==> config.mk <==
export PLATFORM = sky130hd
export DESIGN_NAME = lsu_bus_bridge
export DESIGN_NICKNAME = d
export VERILOG_FILES = /design/src/rtl/lsu_bus_bridge.sv
export SDC_FILE = /design/constraint.sdc
export NUM_CORES = 1
export LEC_CHECK = 0
export CORE_MARGIN = 2
export CORE_UTILIZATION = 37
export CTS_CLUSTER_SIZE = 10
export DETAILED_ROUTE_END_ITERATION = 10
export PLACE_DENSITY = 0.8
export SYNTH_ARGS = -nofsm -noshare
export SYNTH_HDL_FRONTEND = slang
export SYNTH_SLANG_ARGS = --single-unit
==> constraint.sdc <==
create_clock -name clk -period 2.2 [get_ports clk]
set_input_delay 0.33 -clock clk [delete_from_list [all_inputs] [get_ports clk]]
set_output_delay 0.33 -clock clk [all_outputs]
set_load 0.01 [all_outputs]
==> src/rtl/lsu_bus_bridge.sv <==
// lsu_bus_bridge: load/store bridge between the core data-memory port and a req/ack data bus.
//
// The bridge accepts one core access at a time and stalls the core while the bus transaction
// is outstanding. It builds byte enables and lane-replicated store data, aligns and
// sign/zero-extends load data, and reports bus errors and timeouts.
//
// Parameters:
//   AW      - byte address width (data width is fixed at 32)
//   TIMEOUT - max BUSY cycles without ack/err before an error response; 0 disables the timeout
//
// Ports:
//   clk, reset         - clock (rising edge), synchronous active-low reset
//   cpu_req..cpu_wdata - core access request, held stable by the core while cpu_stall=1
//   cpu_stall          - hold the core this cycle
//   cpu_done, cpu_err  - one-cycle completion pulse and its error flag
//   cpu_rdata          - registered, aligned and extended load data
//   bus_req..bus_wdata - bus request and its registered address/control/data
//   bus_ack, bus_err   - bus completion / failure, bus_rdata valid with bus_ack
//
// Configuration:
//   MISALIGN_CHECK_EN - when defined, misaligned half/word accesses complete with cpu_err set
//                       without issuing a bus request.

module lsu_bus_bridge #(
    parameter int unsigned AW      = 32,
    parameter int unsigned TIMEOUT = 16
) (
    input  logic          clk,
    input  logic          reset,
    input  logic          cpu_req,
    input  logic          cpu_we,
    input  logic [1:0]    cpu_size,
    input  logic          cpu_unsigned,
    input  logic [AW-1:0] cpu_addr,
    input  logic [31:0]   cpu_wdata,
    output logic          cpu_stall,
    output logic          cpu_done,
    output logic          cpu_err,
    output logic [31:0]   cpu_rdata,
    output logic          bus_req,
    output logic          bus_we,
    output logic [AW-1:0] bus_addr,
    output logic [3:0]    bus_be,
    output logic [31:0]   bus_wdata,
    input  logic          bus_ack,
    input  logic          bus_err,
    input  logic [31:0]   bus_rdata
);

    localparam int unsigned CW = (TIMEOUT > 1) ? $clog2(TIMEOUT) : 1;

    typedef enum logic [1:0] {StIdle, StBusy, StResp} state_t;

    state_t        state;
    logic [CW-1:0] count;
    logic [1:0]    size_q;
    logic [1:0]    off_q;
    logic          unsigned_q;

    // Request decode from the live core inputs; registered onto the bus on acceptance.
    logic [3:0]  req_be;
    logic [31:0] req_wdata;

    always_comb begin
        req_be    = 4'hF;
        req_wdata = cpu_wdata;
        case (cpu_size)
            2'b00: begin
                req_be    = 4'b0001 << cpu_addr[1:0];
                req_wdata = {4{cpu_wdata[7:0]}};
            end
            2'b01: begin
                req_be    = 4'b0011 << {cpu_addr[1], 1'b0};
                req_wdata = {2{cpu_wdata[15:0]}};
            end
            default: ;
        endcase
    end

`ifdef MISALIGN_CHECK_EN
    logic misaligned;
    assign misaligned = ((cpu_size == 2'b01) && cpu_addr[0]) ||
                        (cpu_size[1] && (cpu_addr[1:0] != 2'b00));
`endif

    // Load alignment: shift the addressed lane down to bit 0, then extend.
    logic [1:0]  shift_lane;
    logic [31:0] shifted;
    logic [31:0] load_data;

    always_comb begin
        case (size_q)
            2'b00:   shift_lane = off_q;
            2'b01:   shift_lane = {off_q[1], 1'b0};
            default: shift_lane = 2'b00;
        endcase
        shifted = bus_rdata >> {shift_lane, 3'b000};
        case (size_q)
            2'b00:   load_data = {{24{~unsigned_q & shifted[7]}}, shifted[7:0]};
            2'b01:   load_data = {{16{~unsigned_q & shifted[15]}}, shifted[15:0]};
            default: load_data = shifted;
        endcase
    end

    logic timeout_hit;
    assign timeout_hit = (TIMEOUT != 0) && (count == CW'(TIMEOUT - 1));

    // In IDLE the stall follows the request so the core holds while it is being accepted.
    assign cpu_stall = reset && ((state == StBusy) || ((state == StIdle) && cpu_req));

    always_ff @(posedge clk) begin
        if (!reset) begin
            state      <= StIdle;
            count      <= '0;
            size_q     <= 2'b00;
            off_q      <= 2'b00;
            unsigned_q <= 1'b0;
            cpu_done   <= 1'b0;
            cpu_err    <= 1'b0;
            cpu_rdata  <= 32'h0;
            bus_req    <= 1'b0;
            bus_we     <= 1'b0;
            bus_addr   <= '0;
            bus_be     <= 4'h0;
            bus_wdata  <= 32'h0;
        end else begin
            cpu_done <= 1'b0;
            cpu_err  <= 1'b0;
            case (state)
                StIdle: begin
                    if (cpu_req) begin
                        size_q     <= cpu_size;
                        off_q      <= cpu_addr[1:0];
                        unsigned_q <= cpu_unsigned;
                        bus_we     <= cpu_we;
                        bus_addr   <= {cpu_addr[AW-1:2], 2'b00};
                        bus_be     <= req_be;
                        bus_wdata  <= req_wdata;
                        count      <= '0;
`ifdef MISALIGN_CHECK_EN
                        if (misaligned) begin
                            state    <= StResp;
                            cpu_done <= 1'b1;
                            cpu_err  <= 1'b1;
                        end else begin
                            state   <= StBusy;
                            bus_req <= 1'b1;
                        end
`else
                        state   <= StBusy;
                        bus_req <= 1'b1;
`endif
                    end
                end
                StBusy: begin
                    count <= count + 1'b1;
                    // Priority: bus_err over bus_ack over timeout.
                    if (bus_err) begin
                        state    <= StResp;
                        bus_req  <= 1'b0;
                        cpu_done <= 1'b1;
                        cpu_err  <= 1'b1;
                    end else if (bus_ack) begin
                        state    <= StResp;
                        bus_req  <= 1'b0;
                        cpu_done <= 1'b1;
                        if (!bus_we) begin
                            cpu_rdata <= load_data;
                        end
                    end else if (timeout_hit) begin
                        state    <= StResp;
                        bus_req  <= 1'b0;
                        cpu_done <= 1'b1;
                        cpu_err  <= 1'b1;
                    end
                end
                StResp: begin
                    // The core still presents the completed access here; do not re-accept it.
                    state <= StIdle;
                end
                default: state <= StIdle;
            endcase
        end
    end

endmodule

run_1/density.png
The bar under the picture is 20 µm long. The die is cut into 12 by 12 equal tiles; black is low, pale yellow is high, 0 to 100% covered.
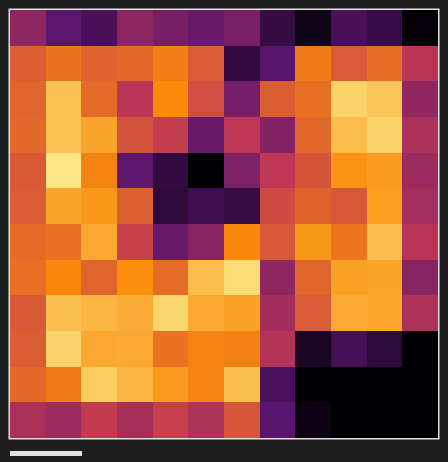
nearly empty tiles	6.9%
emptiest ninth of the die	lower right
mean over tiles	53%

run_1/met2.png
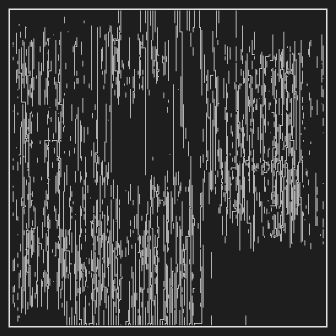
main direction	vertical
share of all routed wire	46%
wire length on this layer	7,380 µm
nets with wire on the layer	763
met2 global-route usage: 37.0%
via count: 5,056
drt total wl: 15,900 µm

run_1/final_congestion.png
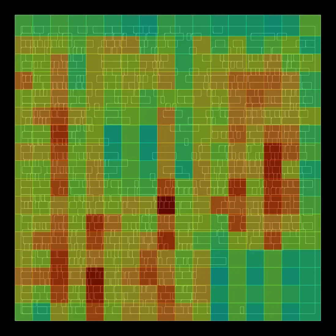
DR WL/cell: 16.1 µm
grt met1 use: 26.4%
GRT met3 Usage: 10.8%
Tot GR Track Use: 22.7%
most crowded layer after global routing: met2

run 1: metal layers:
| layer | share of wire (%) | routed length, µm |
|---|---|---|
| met2 | 46 | 7380 |
| met5 | 0 | 0 |
| met1 | 41 | 6580 |
| met3 | 11 | 1690 |
| met4 | 1.6 | 259 |
run 1: synthesized netlist by cell type:
master,number
clkinv_1,1
o21ai_0,47
buf_4,4
nand3_1,3
buf_2,19
mux2_2,1
buf_1,2
ha_1,1
a22oi_1,10
nand3b_1,16
nor2b_1,2
conb_1,1
and3_1,1
o22ai_1,7
buf_6,1
and4bb_1,1
mux2_1,1
nor2_2,11
a41oi_4,1
nand4_1,1
a21oi_1,75
clkbuf_1,23
nand2b_1,4
inv_1,11
nor2_1,36
o211ai_1,8
a311oi_1,8
nand2_1,145
nor3b_1,1
or2_2,1
a22o_1,7
mux2i_1,19
and2b_2,1
dfxtp_1,113
a31oi_1,11
and2_1,1
a211oi_1,8
o221ai_2,1
and2b_4,1
o21bai_1,2
run 1: worst min-delay path, stage by stage (launching register included):
cell     delay [ps]
dfxtp_1         300
nand2_1          50
a21oi_1          50
run 1: worst paths after layout:
kind | start | end | slack, ps | depth (start not counted)
setup / recovery | state[0] | cpu_stall | 240 | 3
hold / removal | bus_addr[17] | bus_addr[17] | 450 | 2
setup reg to reg | size_q[0] | cpu_rdata[11] | 400 | 5
hold reg to reg | bus_addr[17] | bus_addr[17] | 450 | 2
run 1: stage by stage:
step / area (µm²) / std cells / total power (µW)
floorplan: 4860 / 608 / 2760
global placement: 7140 / 957 / 3340
detailed placement: 7140 / 957 / 3350
CTS: 7720 / 989 / 6080
global route: 7720 / 989 / 6280
finish: 7720 / 989 / 6040
==> impl_metrics.toml, run 1 <==
# synthesis and place-and-route metrics
[outcome]
outcome = "finished clean"

[synthesis]
ys_sh_xor_pct = 0
top_area_share_pct = 46.6
synth_flops = 113
area_leaders = "dfxtp_1, nand2_1, a21oi_1, o21ai_0, mux2i_1"
syn_area_um2 = 4860
synth-area-yosys_um2 = 4860
synthSimpleGateAreaFrac_pct = 20.3
avgSynthCellArea_um2 = 8.00
yosys_warnings = 0
mux_share_pct = 4.38
synth_seq_share_pct = 46.6

[routing]
viasPerCell = 5.11
drt_iter0_drc = 425

[floorplan]
die_x_um = 119
num_rows = 41
chipArea_um2 = 14100
io_pins = 210

[grt]
grt_max_degree = 77
overflow = 0
grt_first_pass_wirelength_um = 25400

[layout]
top_regs = "bus_wdata x32, cpu_rdata x32, bus_addr x30"
mi_logic_area_um2 = 2340
layout-drive-gt1-share_pct = 8.45
design.seq.count = 113
clkCellAreaFrac_pct = 7.61
regArea_um2 = 2260

[final_timing]
period_used_pct = 89.2
fin_setup_tns_ps = 0
slew_violations = 0
fin_crit_ps = 1960
finalHoldViolations = 0
finClkSkew_ps = 6.27
fin_ws_ps = 237
fmax_ghz = 0.509

[critical_path]
critPathMaxStageDelay_ps = 540
critPathBufInv = 1
cp_data_required_time_ps = 1870
path_max_fanout = 6
startpoint_type = "register"
critical_path.slowest_cell = "clkdlybuf4s50_1"
crit_type = "reg -> out"
crit_family = "buffers and inverters"

[power_and_ir_drop]
power_switching_uw = 1500
p_comb_share_pct = 17.5
intPower_uw = 4530
seqPwrFrac_pct = 37.3
largestPowerGroup = "the clock network"
swShare_pct = 24.9
cellLeakagePower_uw = 0.00290
worst_ir_drop_vdd_uv = 570
seq_power_uw = 2250

[cts]
cts_buffers = 17
cts_hold_buf = 0
root_buffer = "clkbuf_16"

[run]
maxCapViolCount = 0

[placement]
dp_hpwl_um = 11300
--- run 2 (diff from run 1) ---
--- a/config.mk
+++ b/config.mk
@@ -5,6 +5,7 @@
 export SDC_FILE = /design/constraint.sdc
 export NUM_CORES = 1
 export LEC_CHECK = 0
+export CAP_MARGIN = 40
 export CORE_MARGIN = 2
 export CORE_UTILIZATION = 37
 export CTS_CLUSTER_SIZE = 10
run_2/final_congestion.png
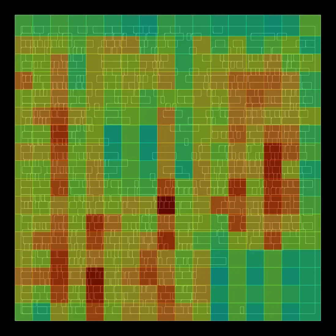
Layout Utilization: 60.7%

run_2/wire_density.png
The bar under the picture is 20 µm long. The die is cut into 24 by 24 equal tiles; black is low, pale yellow is high, scaled to the fullest tile. Values are wire area over tile area, all layers added.
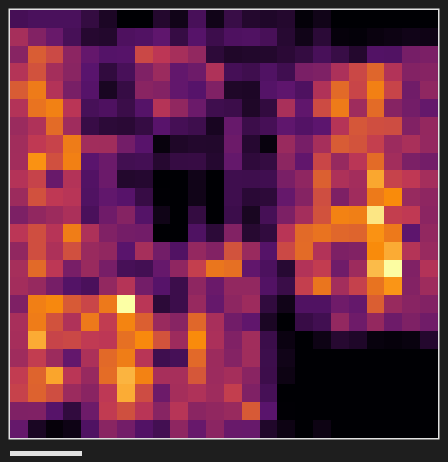
nearly empty tiles	12%
emptiest ninth of the die	lower right
fullest tile	0.59
mean over tiles	0.19
tiles over half the peak	21%

==> impl_metrics.toml, run 2 <==
# synthesis and place-and-route metrics
[layout]
top_regs = "bus_wdata x32, cpu_rdata x32, bus_addr x30"
regArea_um2 = 2260
layout-drive-gt1-share_pct = 8.45

[synthesis]
ys_async_sr_fraction_pct = 0
top_area_share_pct = 46.6
synth_seq_share_pct = 46.6
syn_area_um2 = 4860
yosys_warnings = 0
yosysMostFrequentCell = "nand2_1"
area_leaders = "dfxtp_1, nand2_1, a21oi_1, o21ai_0, mux2i_1"
avgSynthCellArea_um2 = 8.00
synth_flops = 113
ys_top_cells_by_count = "nand2_1, dfxtp_1, a21oi_1"

[final_timing]
period_used_pct = 89.2
fmax_ghz = 0.509
finalHoldViolations = 0
fin_crit_ps = 1960
fin_setup_tns_ps = 0
finClkSkew_ps = 6.27

[routing]
drt-total-wl_um = 15900
wire_per_inst_um = 16.1
via_count = 5056
drt_iter0_drc = 425

[outcome]
outcome = "finished clean"

[critical_path]
cp_data_required_time_ps = 1870
cp-startpoint = "state[0]"
reg2reg_from = "size_q[0]"
crit_type = "reg -> out"

[floorplan]
die_x_um = 119
num_rows = 41

[min_path]
min_from = "bus_addr[17]"

[run]
maxCapViolCount = 0

[placement]
dp.cells = 957

[cts]
root_buffer = "clkbuf_16"

[grt]
overflow = 0
grt_first_pass_wirelength_um = 25400

[power_and_ir_drop]
cellLeakagePower_uw = 0.00290
## run 2: cell counts after synthesis
Identical to the previous run, type by type.
## run 2: path summary, 6_finish.rpt
kind                                 endpoint  slack (ps)  cells after the start
worst max-delay path                cpu_stall         240                      3
worst min-delay path             bus_addr[17]         450                      2
worst max register to register  cpu_rdata[11]         400                      5
worst min register to register   bus_addr[17]         450                      2
## run 2: metrics by stage
stage,util (%),hold slack [ps],setup slack (ps),total power (µW)
2_1_floorplan,-,436,653,2760
3_3_place_gp,56.1,441,244,3340
3_5_place_dp,56.1,448,164,3350
4_1_cts,60.7,451,203,6080
5_1_grt,60.7,457,103,6280
6_report,60.7,451,237,6040
## run 2: power by group
part	total (µW)	internal, µW	switching (µW)
Clock	2730	1800	929
Combinational	1060	559	499
Sequential	2250	2180	76.2
## run 2: logic make-up after synthesis
logic type	count (synthesis)	share of synthesized area [%]
and+or+nand+nor	225	20.3
AOI/OAI and AO/OA	185	22.8
DFF	113	46.6
buffers and inverters	61	5.67
muxes	21	4.38
adders and majority gates	1	0.257
other	1	0.0772
## run 2: layer usage
metal / up-vias / global-route usage, % / share of wire, %
met1: 2331 / 26.4 / 41
met4: 0 / 7.14 / 1.6
li1: 2480 / - / -
met5: - / 0 / 0
met3: 21 / 10.8 / 11
met2: 224 / 37.0 / 46
## run 2: final cells by class
cell class / instances / share of cell area, %
multi-input combinational: 434 / 30.2
timing repair buffer: 226 / 29.5
sequential: 113 / 29.3
clock buffer: 21 / 5.83
tap: 172 / 2.79
clock inverter: 11 / 1.78
inverter: 12 / 0.583
## run 2: critical path, cell delays in order (launching register included)
cell and delay (ps):
dfxtp_1 440, o21bai_1 140, nor2_1 100, clkdlybuf4s50_1 540
Power is estimated from default activity; no workload was simulated.
